==> config.mk <==
export PLATFORM = sky130hd
export DESIGN_NAME = m_cond_eval
export DESIGN_NICKNAME = d
export VERILOG_FILES = /design/src/rtl/m_cond_eval.sv
export SDC_FILE = /design/constraint.sdc
export NUM_CORES = 1
export LEC_CHECK = 0
export CORE_MARGIN = 4
export CORE_UTILIZATION = 49
export CTS_BUF_LIST = sky130_fd_sc_hd__clkbuf_8
export DETAILED_ROUTE_END_ITERATION = 16
export GPL_ROUTABILITY_DRIVEN = 0
export GPL_TIMING_DRIVEN = 0
export PLACE_DENSITY = 0.81
export SYNTH_ARGS = -nofsm -noshare
export SYNTH_HDL_FRONTEND = slang
export SYNTH_SLANG_ARGS = --single-unit
export TNS_END_PERCENT = 50
==> constraint.sdc <==
create_clock -name clk -period 2.95 [get_ports clk]
set_input_delay 0.295 -clock clk [delete_from_list [all_inputs] [get_ports clk]]
set_output_delay 0.295 -clock clk [all_outputs]
set_load 0.05 [all_outputs]
M1 wires:
Cells faint in the background.
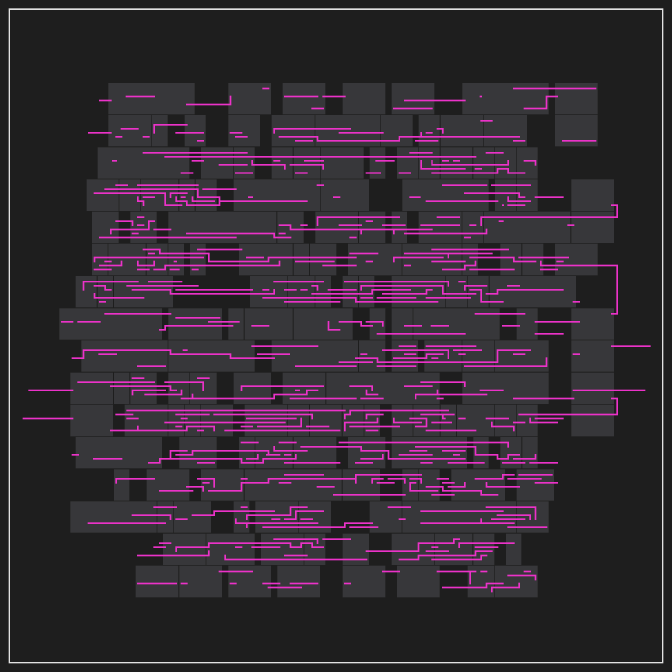
- nets with wire on the layer: 172
- main direction: horizontal
- share of all routed wire: 44%
- wire length on this layer: 1290 µm
- longest straight run: 26.2 µm
total wire length: 2.96 mm
met1 usage: 24.9%

Met2 routing:
Bar = 20 µm.
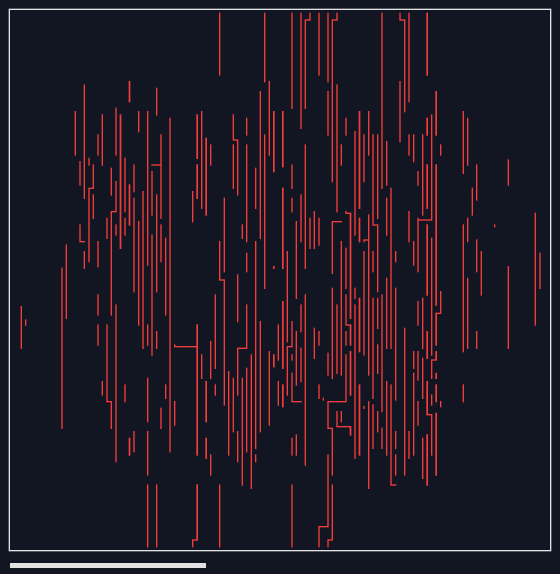
- nets with wire on the layer: 167
- longest straight run: 34.0 µm
- share of all routed wire: 50%
Vias: 1136
met2 usage: 32.7%

Met3 routing:
Bar = 20 µm.
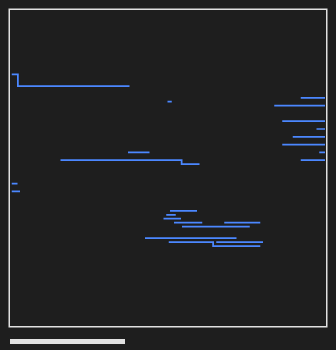
- longest straight run: 20.9 µm
- nets with wire on the layer: 21
GR Layer Usage met3: 4.83%

==> qor.csv <==
stage,metric,value,unit
status,status,finished clean,
floorplan,die_w,55.1,µm
power,p_seq,0.216,mW
placement,portBuffers,29,
flow_run,tool_warnings,29,
clock_tree,htree_levels,1,
grt,grt_pass1_vias,957,
cells_and_area,area_growth,43.8,%
floorplan,fp.dieH,55.1,µm
detailed_routing,postRouteAntennaNets,0,
clock_tree,clk_path_buf_depth,2,
final_timing,hold_violations,0,
yosys,adder_share,3.46,%
cells_and_area,bufAreaShareNonClock,24.3,%
yosys,yosysUniqueCellTypes,49,
yosys,ys_top_logic_family,simple AND/OR/NAND/NOR gates,
power,seq_power_share,40.7,%
cells_and_area,seqCellArea,305,µm²
worst_setup_path,ff2ff_setup_slack,0.16,ns
yosys,ys_sh_aoi,26.7,%
clock_tree,clk_latency,0.25,ns
power,leakagePower,0.600,nW
cells_and_area,clock_area_share,2.96,%
final_timing,fin_skew,0.00320,ns
detailed_routing,wl_per_cell,15.0,µm
power,power,0.531,mW
yosys,synth-edff-count,0,
cells_and_area,seq_area_share,19.6,%
yosys,ys_sh_xor,1.61,%
worst_setup_path,arrival,2.58,ns
worst_setup_path,crit_buf_inv,4,
yosys,yosysTopAreaCell,dfxtp_1,
floorplan,core.rowCount,16,
placement,place_area,1410,µm²
clock_tree,ctsHoldBuffers,0,
clock_tree,clk_pin_slew_worst_paths,0.06,ns
worst_setup_path,worstSetupStartpointType,flop,
worst_setup_path,crit_required,2.65,ns
worst_setup_path,worstSetupPathType,flop to output port,
-- per-layer routing --
layer	share of wire, %	track usage, %	wire length (µm)	vias up
li1	-	-	-	565
met1	44	24.9	1290	532
met2	50	32.7	1480	35
met3	5.4	4.83	160	4
met4	1.0	2.83	30	0
met5	0	0	0	-
-- worst register-to-register path: stages (launching register included) --
cell      delay [ns]
dfxtp_2         0.33
inv_2           0.08
ha_4            0.13
buf_6           0.10
and2_4          0.16
mux4_2          0.55
a221oi_4        0.29
nand4_2         0.13
buf_4           0.16
buf_4           0.14
o211ai_2        0.30
mux2i_1         0.23
nand3_1         0.08
Power is estimated from default activity; no workload was simulated.
